layer_met2.png
Drawn at 4 px/um.
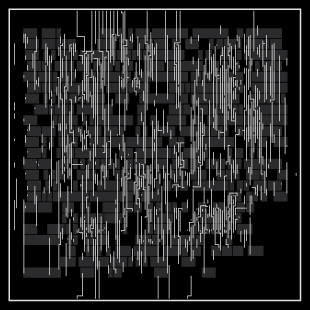
logic_types.png
Drawn at 6 px/um.
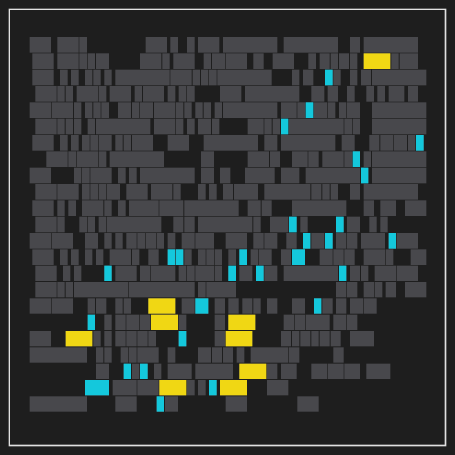
layer_met3.png
Drawn at 4 px/um.
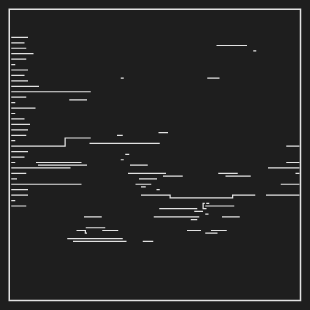
$ cat src/rtl/uart_pkg.sv
// Shared UART definitions: byte width and the tx arbiter state encoding.
package uart_pkg;

  localparam int unsigned BYTE_W = 8;

  localparam logic [1:0] ST_ARB     = 2'd0;
  localparam logic [1:0] ST_HOLD    = 2'd1;
  localparam logic [1:0] ST_WAIT_HI = 2'd2;
  localparam logic [1:0] ST_WAIT_LO = 2'd3;

  typedef enum logic [1:0] {
    ARB     = ST_ARB,
    HOLD    = ST_HOLD,
    WAIT_HI = ST_WAIT_HI,
    WAIT_LO = ST_WAIT_LO
  } arb_state_e;

endpackage

$ cat src/rtl/rr_arbiter_pick.sv
// Combinational round-robin pick: first set request after ptr, wrapping.
module rr_arbiter_pick
  import uart_pkg::*;
#(
  parameter int unsigned NUM_REQ = 4
) (
  input  logic [NUM_REQ-1:0]         req,
  input  logic [$clog2(NUM_REQ)-1:0] ptr,
  output logic [NUM_REQ-1:0]         gnt,
  output logic [$clog2(NUM_REQ)-1:0] idx,
  output logic                       any
);

  localparam int unsigned IDX_W = $clog2(NUM_REQ);

  logic [IDX_W-1:0] cand;

  // Scan ptr+1 .. ptr+NUM_REQ (mod NUM_REQ); first hit wins.
  always_comb begin
    gnt  = '0;
    idx  = '0;
    any  = 1'b0;
    cand = '0;
    for (int unsigned k = 1; k <= NUM_REQ; k++) begin
      cand = IDX_W'((32'(ptr) + k) % NUM_REQ);
      if (!any && req[cand]) begin
        any       = 1'b1;
        idx       = cand;
        gnt[cand] = 1'b1;
      end
    end
  end

endmodule

$ cat src/rtl/uart_tx_arbiter.sv
// Packet-atomic round-robin sharing of one UART transmitter between requesters.
module uart_tx_arbiter
  import uart_pkg::*;
#(
  parameter int unsigned NUM_REQ      = 4,
  parameter int unsigned HOLD_TIMEOUT = 1024
) (
  input  logic                          clk,
  input  logic                          rstb,
  input  logic [NUM_REQ-1:0]            req_valid,
  input  logic [BYTE_W*NUM_REQ-1:0]     req_data,
  input  logic [NUM_REQ-1:0]            req_last,
  output logic [NUM_REQ-1:0]            req_ready,
  output logic                          tx_wr_en,
  output logic [BYTE_W-1:0]             tx_data,
  input  logic                          tx_busy,
  output logic [$clog2(NUM_REQ)-1:0]    grant,
  output logic                          grant_valid,
  output logic                          abort
);

  localparam int unsigned IDX_W  = $clog2(NUM_REQ);
  localparam int unsigned CNT_W  = (HOLD_TIMEOUT == 0) ? 1 : $clog2(HOLD_TIMEOUT + 1);
  localparam int unsigned TO_LIM = (HOLD_TIMEOUT == 0) ? 0 : HOLD_TIMEOUT - 1;
  localparam bit          TO_EN  = (HOLD_TIMEOUT != 0);

  arb_state_e        state_q, state_d;
  logic [IDX_W-1:0]  rr_ptr_q, rr_ptr_d;
  logic [CNT_W-1:0]  hold_cnt_q, hold_cnt_d;
  logic [IDX_W-1:0]  grant_d;
  logic              grant_valid_d;
  logic              tx_wr_en_d;
  logic [BYTE_W-1:0] tx_data_d;
  logic              abort_d;

  logic [NUM_REQ-1:0] pick_gnt;
  logic [IDX_W-1:0]   pick_idx;
  logic               pick_any;

  logic [BYTE_W-1:0] req_byte [NUM_REQ];
  logic              acc;
  logic [IDX_W-1:0]  acc_idx;
  logic [BYTE_W-1:0] acc_byte;
  logic              acc_last;
  logic              to_hit;

  rr_arbiter_pick #(
    .NUM_REQ (NUM_REQ)
  ) u_pick (
    .req (req_valid),
    .ptr (rr_ptr_q),
    .gnt (pick_gnt),
    .idx (pick_idx),
    .any (pick_any)
  );

  // Unpack the per-requester byte lanes.
  always_comb begin
    for (int unsigned i = 0; i < NUM_REQ; i++) begin
      req_byte[i] = req_data[i*BYTE_W +: BYTE_W];
    end
  end

  // Transfer this cycle: round-robin winner in ARB, owner only in HOLD.
  always_comb begin
    acc     = 1'b0;
    acc_idx = grant;
    case (state_q)
      ARB: begin
        acc     = pick_any;
        acc_idx = pick_idx;
      end
      HOLD:    acc = req_valid[grant];
      default: acc = 1'b0;
    endcase
    acc_byte = req_byte[acc_idx];
    acc_last = req_last[acc_idx];
  end

  // Ready follows valid of the selected requester; forced low while in reset.
  always_comb begin
    req_ready = '0;
    if (rstb) begin
      case (state_q)
        ARB:     req_ready = pick_gnt;
        HOLD:    req_ready[grant] = req_valid[grant];
        default: req_ready = '0;
      endcase
    end
  end

  assign to_hit = TO_EN && (hold_cnt_q == CNT_W'(TO_LIM));

  // Next-state, ownership and output-register values.
  always_comb begin
    state_d       = state_q;
    rr_ptr_d      = rr_ptr_q;
    hold_cnt_d    = '0;
    grant_d       = grant;
    grant_valid_d = grant_valid;
    tx_wr_en_d    = 1'b0;
    tx_data_d     = tx_data;
    abort_d       = 1'b0;
    if (acc) begin
      tx_wr_en_d    = 1'b1;
      tx_data_d     = acc_byte;
      grant_d       = acc_idx;
      grant_valid_d = ~acc_last;
      if (acc_last) rr_ptr_d = acc_idx;
      state_d       = WAIT_HI;
    end else begin
      case (state_q)
        HOLD: begin
          if (to_hit) begin
            abort_d       = 1'b1;
            grant_valid_d = 1'b0;
            rr_ptr_d      = grant;
            state_d       = ARB;
          end else begin
            hold_cnt_d = (&hold_cnt_q) ? hold_cnt_q : hold_cnt_q + CNT_W'(1);
          end
        end
        WAIT_HI: if (tx_busy) state_d = WAIT_LO;
        WAIT_LO: if (!tx_busy) state_d = grant_valid ? HOLD : ARB;
        default: state_d = state_q;
      endcase
    end
  end

  // State, pointer, hold counter and registered outputs.
  always_ff @(posedge clk or negedge rstb) begin
    if (!rstb) begin
      state_q     <= ARB;
      rr_ptr_q    <= IDX_W'(NUM_REQ - 1);
      hold_cnt_q  <= '0;
      grant       <= '0;
      grant_valid <= 1'b0;
      tx_wr_en    <= 1'b0;
      tx_data     <= '0;
      abort       <= 1'b0;
    end else begin
      state_q     <= state_d;
      rr_ptr_q    <= rr_ptr_d;
      hold_cnt_q  <= hold_cnt_d;
      grant       <= grant_d;
      grant_valid <= grant_valid_d;
      tx_wr_en    <= tx_wr_en_d;
      tx_data     <= tx_data_d;
      abort       <= abort_d;
    end
  end

endmodule

$ cat config.mk
export PLATFORM = sky130hd
export DESIGN_NAME = uart_tx_arbiter
export DESIGN_NICKNAME = d
export VERILOG_FILES = /design/src/rtl/uart_pkg.sv /design/src/rtl/rr_arbiter_pick.sv /design/src/rtl/uart_tx_arbiter.sv
export SDC_FILE = /design/constraint.sdc
export NUM_CORES = 1
export LEC_CHECK = 0
export ABC_AREA = 1
export CAP_MARGIN = 20
export CORE_MARGIN = 3
export CORE_UTILIZATION = 53
export CTS_CLUSTER_SIZE = 30
export DETAILED_ROUTE_END_ITERATION = 16
export PLACE_DENSITY = 0.86
export SKIP_CTS_REPAIR_TIMING = 1
export SLEW_MARGIN = 30
export SYNTH_ARGS = -nofsm -noshare
export SYNTH_HDL_FRONTEND = slang
export SYNTH_HIERARCHICAL = 1
export SYNTH_SLANG_ARGS = --single-unit
$ cat constraint.sdc
create_clock -name clk -period 4.2 [get_ports clk]
set_clock_uncertainty 0.1 [all_clocks]
set_input_delay 0.42 -clock clk [delete_from_list [all_inputs] [get_ports clk]]
set_output_delay 0.42 -clock clk [all_outputs]
set_load 0.05 [all_outputs]
==> flow_summary.ini <==
; yosys + openroad results
[run_status]
status = complete, no violations

[routing]
drc = 0
dr_wl_met3_um = 404
vias = 2411
drt_iter0_markers = 202
firstDrtPassIters = 5
drtAntennaViolNets = 0
wl_met1_um = 2870
wl_met2_um = 2790
wire_per_inst_um = 14.0
drt-total-wl_um = 6180
highest_layer = met4
via_per_inst = 5.45

[yosys]
synth_top_area_share = 0.278
syn_area_sq_mm = 0.00234
ys_cells = 335
ys_chip_area_sq_mm = 0.00234
most_common_cell = nand2_1
synthCells = 335
ys_seq_frac = 0.300
synthSimpleGateAreaFrac = 0.463
synth-main-ff-cell = dfrtp_1
yosys-top-cells-area = dfrtp_1 (28%), nand2_1 (19%), nand3_1 (7.3%)
logic_family = simple AND/OR/NAND/NOR gates
yosysUniqueCellTypes = 32
async_reset_ff_frac = 1.00
yosys_warnings = 6
synthAdderAreaFrac = 0.0481
xor_share = 0.00374
ys_sh_aoi = 0.103
common_cells = nand2_1 (118), nand3_1 (34), dfrtp_1 (26), inv_1 (22), nor2_1 (21)
postSynthNetCount = 387
enable_flop_cells = 0

[setup_path]
critPathKind = flip-flop to output port
path_buffers = 3
path_depth = 11
crit_path_cell_trace = inv_1, ha_1, inv_2, nand3_4, nand2_4, nor2_4, nand4_1, nand3_1, nand2_1, a21oi_1, clkdlybuf4s50_1
startpoint_type = flip-flop
rr_startpoint = rr_ptr_q[1]
cp_max_fo = 12
r2r-end = rr_ptr_q[0]
critPathCaptureType = output port
cp_top_family = buffers and inverters
cp_slowest_stage_delay_ns = 0.83
r2r_slack_ns = 1.02
worstPathArrival_ns = 3.30
crit_path_end = req_ready[1]
cp-startpoint = rr_ptr_q[1]

[floorplan]
die_area_sq_mm = 0.00525
fp_util = 0.565
die_height_um = 72.5
pin_count = 60
core_sq_mm = 0.00414
tapCellCount = 50
fp-row-count = 23

[pwr]
power.leakage_nw = 1.37
clockPowerShare = 0.107
power.switching_w = 0.00110
powerDensity_mw_per_mm2 = 672
p_total_w = 0.00202
combPwrFrac = 0.676
swShare = 0.545
maxPowerGroup = combinational logic
seqPwrFrac = 0.217
pg_clk_w = 0.000216
pg_seq_w = 0.000438

[finish]
diodes = 0
area_growth_syn_to_layout_pct = 28.2
lay_top_count = nand2_1
most-common-layout-cells = nand2_1 (118), clkdlybuf4s50_1 (59), nand3_1 (34)
comb_share = 0.482
final_cells = 442
finalCoreUtilization = 0.724
ff_count = 28
drive_above_1_share = 0.112
largest_reg_flops = 11
fillCellCount = 343
final_area_sq_mm = 0.00300
top_register = hold_cnt_q
top_regs = hold_cnt_q (11), tx_data (8)
clock_area_frac = 0.0238
inv_count = 28
largest_class = combinational gates
n_all_buffers = 60
logic_gates = 272

[sta]
slew_violations = 0
max_freq_mhz = 262
rsz0062_at_grt = no
final.period_utilization = 0.909
worst_slew_pin_slew_ns = 0.523
final-hold-violation-count = 0
fin_hold_ws_ns = 0.420
post-route-min-period_ns = 3.82
setup_ws_ns = 0.383
relSlewSlack = 0.650

[grt]
grt_pass1_vias = 2156
use_met1 = 0.362
grt_max_degree = 30
antenna_found_initial = 0
met2_usage = 0.363
busiest_layer = met2
overflow = 0

[place]
dp_cells = 438
hpwl_um = 4830
gp_congestion = 0.924
dp_slack_ns = 0.718
place_area_sq_mm = 0.00293
port_buffers = 59

[cts]
cts.clk_slew.worst_paths_ns = 0.10
cts.sinks = 28
numCtsBuffers = 3
cts_tree = done
htree_levels = 1
clockBufferDepth = 2
worstSkewPairLatency_ns = 0.28
cts-root-buf = clkbuf_8

[run]
drv_cap = 0
tool_warnings = 33

[hold_path]
hp-class = input port to asynchronous set/reset pin
About layer_met2.png:
- longest straight run: 32.0 um
- main direction: vertical
- wire length on this layer: 2790 um
- nets with wire on the layer: 341
- share of all routed wire: 45%

About logic_types.png:
- cyan: inv cells (cells 28)
- yellow: fa/ha/maj cells (cells 9; where bottom middle)

About layer_met3.png:
- main direction: horizontal
- share of all routed wire: 6.6%
- longest straight run: 19.6 um
- wire length on this layer: 405 um

